--- src/rtl/hazard_ctrl_if.sv ---
// rtl/hazard_ctrl_if.sv - pipeline hazard controller signal bundle
interface hazard_ctrl_if #(
    parameter int CNT_W = 16
);
    logic             start_i;
    logic             ID_EX_MemRead_i;
    logic [4:0]       ID_EX_RTaddr_i;
    logic [4:0]       IF_ID_RSaddr_i;
    logic [4:0]       IF_ID_RTaddr_i;
    logic             Branch_taken_i;
    logic             dmem_req_i;
    logic             dmem_ack_i;
    logic             PC_Write_o;
    logic             IF_ID_Write_o;
    logic             IF_ID_Flush_o;
    logic             ID_EX_Write_o;
    logic             ID_EX_Flush_o;
    logic             EX_MEM_Write_o;
    logic             MEM_WB_Flush_o;
    logic [CNT_W-1:0] stall_cnt_o;
    logic [CNT_W-1:0] flush_cnt_o;
    logic             err_o;

    // Pipeline side: presents hazard conditions, consumes stage controls
    modport master (
        output start_i, ID_EX_MemRead_i, ID_EX_RTaddr_i, IF_ID_RSaddr_i,
               IF_ID_RTaddr_i, Branch_taken_i, dmem_req_i, dmem_ack_i,
        input  PC_Write_o, IF_ID_Write_o, IF_ID_Flush_o, ID_EX_Write_o,
               ID_EX_Flush_o, EX_MEM_Write_o, MEM_WB_Flush_o,
               stall_cnt_o, flush_cnt_o, err_o
    );

    // Controller side
    modport slave (
        input  start_i, ID_EX_MemRead_i, ID_EX_RTaddr_i, IF_ID_RSaddr_i,
               IF_ID_RTaddr_i, Branch_taken_i, dmem_req_i, dmem_ack_i,
        output PC_Write_o, IF_ID_Write_o, IF_ID_Flush_o, ID_EX_Write_o,
               ID_EX_Flush_o, EX_MEM_Write_o, MEM_WB_Flush_o,
               stall_cnt_o, flush_cnt_o, err_o
    );
endinterface

--- src/rtl/hazard_ctrl.sv ---
// rtl/hazard_ctrl.sv - 5-stage pipeline stall/flush sequencing controller
module hazard_ctrl #(
    parameter int CNT_W   = 16,
    parameter int TIMEOUT = 64
) (
    input  logic          clk_i,
    input  logic          rst_i,
    hazard_ctrl_if.slave  hz
);
    localparam int WAIT_W = $clog2(TIMEOUT + 1);

    typedef enum logic {
        RUN      = 1'b0,
        MEM_WAIT = 1'b1
    } state_t;

    state_t             r_state;
    state_t             w_next_state;
    logic [WAIT_W-1:0]  r_wait_cnt;
    logic [CNT_W-1:0]   r_stall_cnt;
    logic [CNT_W-1:0]   r_flush_cnt;
    logic               r_err;

    logic w_mem_stall;
    logic w_load_use;

    assign w_mem_stall = hz.dmem_req_i & ~hz.dmem_ack_i;
    assign w_load_use  = hz.ID_EX_MemRead_i & (hz.ID_EX_RTaddr_i != 5'd0) &
                         ((hz.ID_EX_RTaddr_i == hz.IF_ID_RSaddr_i) |
                          (hz.ID_EX_RTaddr_i == hz.IF_ID_RTaddr_i));

    // State register; reset drops straight back to RUN even mid-access
    always_ff @(posedge clk_i or negedge rst_i) begin
        if (!rst_i) r_state <= RUN;
        else        r_state <= w_next_state;
    end

    // Next-state and stage controls; controls depend only on current inputs so
    // a hazard is acted on in the cycle it appears
    always_comb begin
        w_next_state      = r_state;
        hz.PC_Write_o     = 1'b1;
        hz.IF_ID_Write_o  = 1'b1;
        hz.IF_ID_Flush_o  = 1'b0;
        hz.ID_EX_Write_o  = 1'b1;
        hz.ID_EX_Flush_o  = 1'b0;
        hz.EX_MEM_Write_o = 1'b1;
        hz.MEM_WB_Flush_o = 1'b0;

        case (r_state)
            RUN:      if (w_mem_stall) w_next_state = MEM_WAIT;
            MEM_WAIT: if (!w_mem_stall) w_next_state = RUN;
            default:  w_next_state = RUN;
        endcase

        if (!hz.start_i) begin
            // Front end frozen, back end keeps draining
            hz.PC_Write_o    = 1'b0;
            hz.IF_ID_Write_o = 1'b0;
        end else if (w_mem_stall) begin
            hz.PC_Write_o     = 1'b0;
            hz.IF_ID_Write_o  = 1'b0;
            hz.ID_EX_Write_o  = 1'b0;
            hz.EX_MEM_Write_o = 1'b0;
            hz.MEM_WB_Flush_o = 1'b1;
        end else if (w_load_use) begin
            // Branch operands not ready; the branch re-resolves next cycle
            hz.PC_Write_o    = 1'b0;
            hz.IF_ID_Write_o = 1'b0;
            hz.ID_EX_Flush_o = 1'b1;
        end else if (hz.Branch_taken_i) begin
            hz.IF_ID_Flush_o = 1'b1;
        end
    end

    // Wait-cycle counter and sticky timeout; err rises as the count reaches TIMEOUT
    always_ff @(posedge clk_i or negedge rst_i) begin
        if (!rst_i) begin
            r_wait_cnt <= '0;
            r_err      <= 1'b0;
        end else if (!w_mem_stall) begin
            r_wait_cnt <= '0;
        end else if (r_state == RUN) begin
            r_wait_cnt <= WAIT_W'(1);
        end else begin
            if (r_wait_cnt != WAIT_W'(TIMEOUT))
                r_wait_cnt <= r_wait_cnt + WAIT_W'(1);
            if (r_wait_cnt == WAIT_W'(TIMEOUT - 1))
                r_err <= 1'b1;
        end
    end

    // Saturating event counters for stall cycles and taken-branch flushes
    always_ff @(posedge clk_i or negedge rst_i) begin
        if (!rst_i) begin
            r_stall_cnt <= '0;
            r_flush_cnt <= '0;
        end else begin
            if (hz.start_i && !hz.PC_Write_o && (r_stall_cnt != '1))
                r_stall_cnt <= r_stall_cnt + CNT_W'(1);
            if (hz.IF_ID_Flush_o && (r_flush_cnt != '1))
                r_flush_cnt <= r_flush_cnt + CNT_W'(1);
        end
    end

    assign hz.stall_cnt_o = r_stall_cnt;
    assign hz.flush_cnt_o = r_flush_cnt;
    assign hz.err_o       = r_err;
endmodule

--- src/flat_wrapper.sv ---
// flat-port wrapper written by rule: the top's interface ports become plain ports
module hazard_ctrl_flat 
#(
    parameter int CNT_W   = 16,
    parameter int TIMEOUT = 64
)
  (clk_i, rst_i, hz_start_i, hz_ID_EX_MemRead_i, hz_ID_EX_RTaddr_i, hz_IF_ID_RSaddr_i, hz_IF_ID_RTaddr_i, hz_Branch_taken_i, hz_dmem_req_i, hz_dmem_ack_i, hz_PC_Write_o, hz_IF_ID_Write_o, hz_IF_ID_Flush_o, hz_ID_EX_Write_o, hz_ID_EX_Flush_o, hz_EX_MEM_Write_o, hz_MEM_WB_Flush_o, hz_stall_cnt_o, hz_flush_cnt_o, hz_err_o);
  hazard_ctrl_if #(.CNT_W(CNT_W)) hz_i ();
  input  logic clk_i;
  input  logic rst_i;
  input wire logic [$bits(hz_i.start_i)-1:0] hz_start_i;
  input wire logic [$bits(hz_i.ID_EX_MemRead_i)-1:0] hz_ID_EX_MemRead_i;
  input wire logic [$bits(hz_i.ID_EX_RTaddr_i)-1:0] hz_ID_EX_RTaddr_i;
  input wire logic [$bits(hz_i.IF_ID_RSaddr_i)-1:0] hz_IF_ID_RSaddr_i;
  input wire logic [$bits(hz_i.IF_ID_RTaddr_i)-1:0] hz_IF_ID_RTaddr_i;
  input wire logic [$bits(hz_i.Branch_taken_i)-1:0] hz_Branch_taken_i;
  input wire logic [$bits(hz_i.dmem_req_i)-1:0] hz_dmem_req_i;
  input wire logic [$bits(hz_i.dmem_ack_i)-1:0] hz_dmem_ack_i;
  output wire logic [$bits(hz_i.PC_Write_o)-1:0] hz_PC_Write_o;
  output wire logic [$bits(hz_i.IF_ID_Write_o)-1:0] hz_IF_ID_Write_o;
  output wire logic [$bits(hz_i.IF_ID_Flush_o)-1:0] hz_IF_ID_Flush_o;
  output wire logic [$bits(hz_i.ID_EX_Write_o)-1:0] hz_ID_EX_Write_o;
  output wire logic [$bits(hz_i.ID_EX_Flush_o)-1:0] hz_ID_EX_Flush_o;
  output wire logic [$bits(hz_i.EX_MEM_Write_o)-1:0] hz_EX_MEM_Write_o;
  output wire logic [$bits(hz_i.MEM_WB_Flush_o)-1:0] hz_MEM_WB_Flush_o;
  output wire logic [$bits(hz_i.stall_cnt_o)-1:0] hz_stall_cnt_o;
  output wire logic [$bits(hz_i.flush_cnt_o)-1:0] hz_flush_cnt_o;
  output wire logic [$bits(hz_i.err_o)-1:0] hz_err_o;
  assign hz_i.start_i = hz_start_i;
  assign hz_i.ID_EX_MemRead_i = hz_ID_EX_MemRead_i;
  assign hz_i.ID_EX_RTaddr_i = hz_ID_EX_RTaddr_i;
  assign hz_i.IF_ID_RSaddr_i = hz_IF_ID_RSaddr_i;
  assign hz_i.IF_ID_RTaddr_i = hz_IF_ID_RTaddr_i;
  assign hz_i.Branch_taken_i = hz_Branch_taken_i;
  assign hz_i.dmem_req_i = hz_dmem_req_i;
  assign hz_i.dmem_ack_i = hz_dmem_ack_i;
  assign hz_PC_Write_o = hz_i.PC_Write_o;
  assign hz_IF_ID_Write_o = hz_i.IF_ID_Write_o;
  assign hz_IF_ID_Flush_o = hz_i.IF_ID_Flush_o;
  assign hz_ID_EX_Write_o = hz_i.ID_EX_Write_o;
  assign hz_ID_EX_Flush_o = hz_i.ID_EX_Flush_o;
  assign hz_EX_MEM_Write_o = hz_i.EX_MEM_Write_o;
  assign hz_MEM_WB_Flush_o = hz_i.MEM_WB_Flush_o;
  assign hz_stall_cnt_o = hz_i.stall_cnt_o;
  assign hz_flush_cnt_o = hz_i.flush_cnt_o;
  assign hz_err_o = hz_i.err_o;
  hazard_ctrl #(.CNT_W(CNT_W), .TIMEOUT(TIMEOUT)) u_core (.clk_i(clk_i), .rst_i(rst_i), .hz(hz_i));
endmodule
--- config.mk ---
export PLATFORM = sky130hd
export DESIGN_NAME = hazard_ctrl_flat
export DESIGN_NICKNAME = d
export VERILOG_FILES = /design/src/rtl/hazard_ctrl_if.sv /design/src/rtl/hazard_ctrl.sv /design/src/flat_wrapper.sv
export SDC_FILE = /design/constraint.sdc
export NUM_CORES = 1
export LEC_CHECK = 0
export CELL_PAD_IN_SITES_DETAIL_PLACEMENT = 0
export CELL_PAD_IN_SITES_GLOBAL_PLACEMENT = 1
export CORE_MARGIN = 3
export CORE_UTILIZATION = 50
export DETAILED_ROUTE_END_ITERATION = 16
export DONT_BUFFER_PORTS = 1
export PLACE_DENSITY_LB_ADDON = 0.15
export SLEW_MARGIN = 20
export SYNTH_ARGS = -nofsm -noshare
export SYNTH_HDL_FRONTEND = slang
export SYNTH_SLANG_ARGS = --single-unit
--- constraint.sdc ---
create_clock -name clk_i -period 4.1 [get_ports clk_i]
set_clock_uncertainty 0.15 [all_clocks]
set_input_delay 1.025 -clock clk_i [delete_from_list [all_inputs] [get_ports clk_i]]
set_output_delay 1.025 -clock clk_i [all_outputs]
set_load 0.02 [all_outputs]
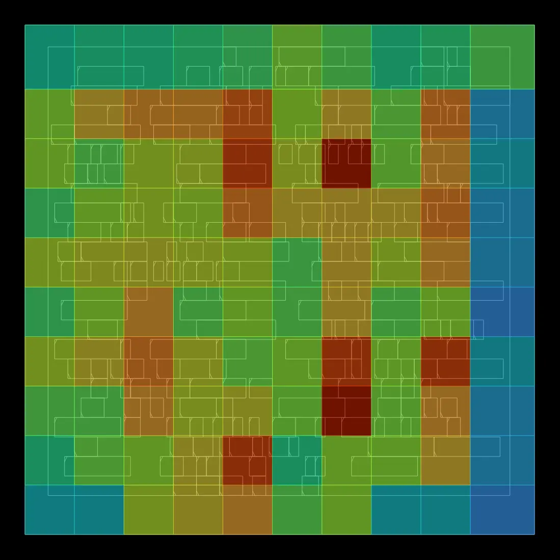
Fig. 1. Congestion heat map.
WL/cell: 15.8 um
GR Layer Usage met3: 8.66%
grt met1 use: 20.5%
Layout Utilization: 56.3%

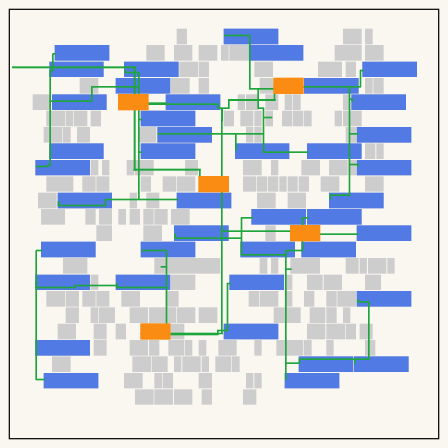
Fig. 2. Clock wires, drivers and flops.
legend:
  blue:
    item: flip-flops
    count: 41
  green:
    item: clock wires
    length: 513 um
  orange:
    item: clock drivers
    count: 5
flops lie: all over the die
routed clock nets: 6

==> results_slide.txt <==
Run Summary

Outcome
  • Status: finished clean

Pwr
  • LEAKAGE: around 1 nW
  • Comb pwr: around 0.12 mW
  • Sequential cell power: between 0.5 and 0.6 mW
  • Pint: just over 0.7 mW
  • Top power group: registers
  • Pwr/cell area: roughly 460 mW/mm2
  • Overall Power: 1.04 mW
  • Power Clock: approximately 0.33 mW

Layout
  • Inverters, non-clock: 8
  • # clk buffers: 7
  • Plain + repair buffers: 1
  • Largest cell class: sequential cells
  • Logic area: roughly 0.0010 mm2
  • Share of layout cells above drive strength 1: under 10%
  • Fill count: 361
  • Clock network area share: 5.13%
  • Seq cells: approximately 40
  • Post-Layout Cell Count: 263
  • P&R area growth vs syn: 7.16%

Yosys
  • Count leader, synth: dfrtp_1
  • AND/OR/NAND/NOR Cells, Area Fraction: between 20 and 25%
  • Syn_nets: around 240
  • Synthesis Warnings: 0
  • Top cells by area: dfrtp_1 (48%), xnor2_1 (12%), xor2_1 (6.6%)
  • Post-synthesis cell area: between 0.002 and 0.0025 mm2
  • Syn avg cell area: 10.1 um2
  • Yosys top cell area share: 48.5%
  • Count of different cell masters after synthesis: 36
  • Top cells by count: dfrtp_1 (41), xnor2_1 (28), nand2_1 (19)
  • Register share after synthesis: 48.5%
  • Yosys xor share: a little under a fifth
  • Fa+ha+maj area frac: 2.37%
  • Cells after synthesis: between 200 and 250
  • Multiplexer share: ~1.6%

Setup path
  • Worst Setup SP: hz_ID_EX_RTaddr_i[0]
  • Worst path arrival time: 2.35 ns
  • Crit end category: output port
  • Worst EP required: a little under 3 ns
  • Crit Path Class: primary input to output port
  • Critical Path End: hz_IF_ID_Flush_o
  • Worst Path Max Fanout: 7
  • CP startpoint kind: primary input
  • Critical R2R Launch: u_core.hz.flush_cnt_o[0]

STA
  • Final Hold Vio Count: 0
  • Fin crit period: between 3 and 4 ns
  • FMAX: around 0.28 GHz
  • Relative slew slack: between 40% and 50%
  • Setup TNS: 0 ns
  • Final setup viols: 0

GRT
  • Largest net degree at the start of global routing: about 42
  • Vias in the first global route: between 1,500 and 2,000
  • Initial antenna violation count: 0
  • GR Overflow Total: 0
  • Global-route wire length before repair: between 7000 and 8000 um
  • GRT Overall Usage: 17.8%

CTS
  • Max Root-Sink Buffers: 2
  • CTS Buf Count: 5
  • Clock root cell: clkbuf_8
  • CTS tree: built
  • Worst-path clk slew: 0.08 ns
  • Number of buffers added for setup after CTS: 0
  • Hold-fix buffers, CTS: 0
  • Late-Pin Clk Latency: 0.29 ns
  • Clock sinks: just over 40

Placement
  • DP HPWL: between 3000 and 4000 um
  • Dpl ws: 0.574 ns
  • Placed cells: between 200 and 300
  • Placed cell areas: around 0.0022 mm2

Route
  • Metal-1 WL: 1700 um
  • Number of routed nets with antenna violations: 0
  • Drt drc: 0
  • Uppermost routed layer: met4
  • DR vias: 1,490
  • Initial DRC count: slightly below 60
  • 1st-pass router iterations: 4
  • Drt total wl: between 4000 and 5000 um

Die
  • Chip height: a little over 70 um
  • I/O pins: 62
  • Die Size: between 0.005 and 0.006 mm2
  • Tapcells: about 50
  • Fp_density: about 53%

Flow run
  • Maxcap violations: 0

Min path
  • Path category of the worst min-delay check: primary input to async pin
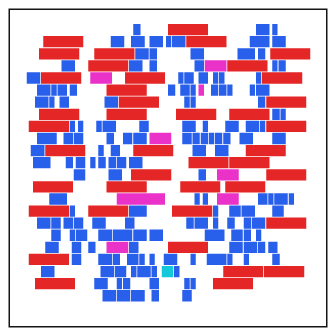
Fig. 3. Cells coloured by class.
legend:
  magenta:
    class: clock drivers and dummy loads
    cells: 8
    share_of_their_area: 5.3%
  cyan:
    class: remaining buffers and delay cells
    cells: 1
    share_of_their_area: 0.34%
  blue:
    class: combinational and other logic
    cells: 163
    share_of_their_area: 48%
  red:
    class: sequential cells
    cells: 41
    share_of_their_area: 47%
flop share of the area: 45.3%
Core Area: 0.00403 mm2
FP Rows: 23
Final Cell Area: 0.00227 mm2

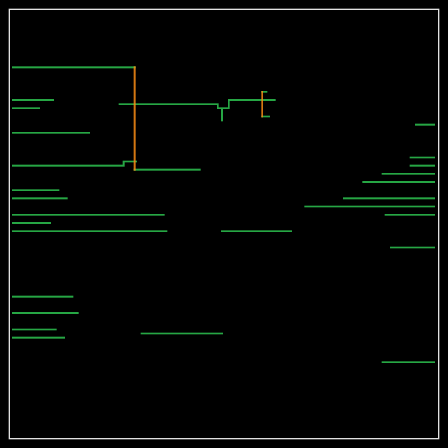
Fig. 4. Wiring by layer.
Only two layers are drawn.
legend:
  green:
    layer: metal 3
    wire_length: 333 um
  orange:
    layer: metal 4
    wire_length: 21.1 um

-- state kept, by name (all words and copies together), names as in the netlist --
| register | flops |
|---|---|
| u_core.hz.err_o | 1 |
| u_core.hz.flush_cnt_o | 16 |
| u_core.hz.stall_cnt_o | 16 |
| u_core.r_state | 1 |
| u_core.r_wait_cnt | 7 |
-- cells in the final DEF, fill, tap and decap left out, types with 3 or more instances in the layout --
cell      netlist  layout
dfrtp_1        41      41
mux2_2          3       3
nor2_1         16      16
nand2_1        19      19
xor2_1         16      16
nor3_1          7       7
inv_1           8       8
and3_1          5       5
nand3_1        18      18
ha_1            4       4
nor4_1          4       4
clkbuf_8        0       6
xnor2_1        28      28
a21oi_1         3       3
nand4_1         8       8
-- worst max-delay path: stages --
cell,delay (ns)
or4_1,0.51
o21a_1,0.22
and2_1,0.24
nor2_1,0.35
No activity file was given, so power comes from the tool's default toggle rates.
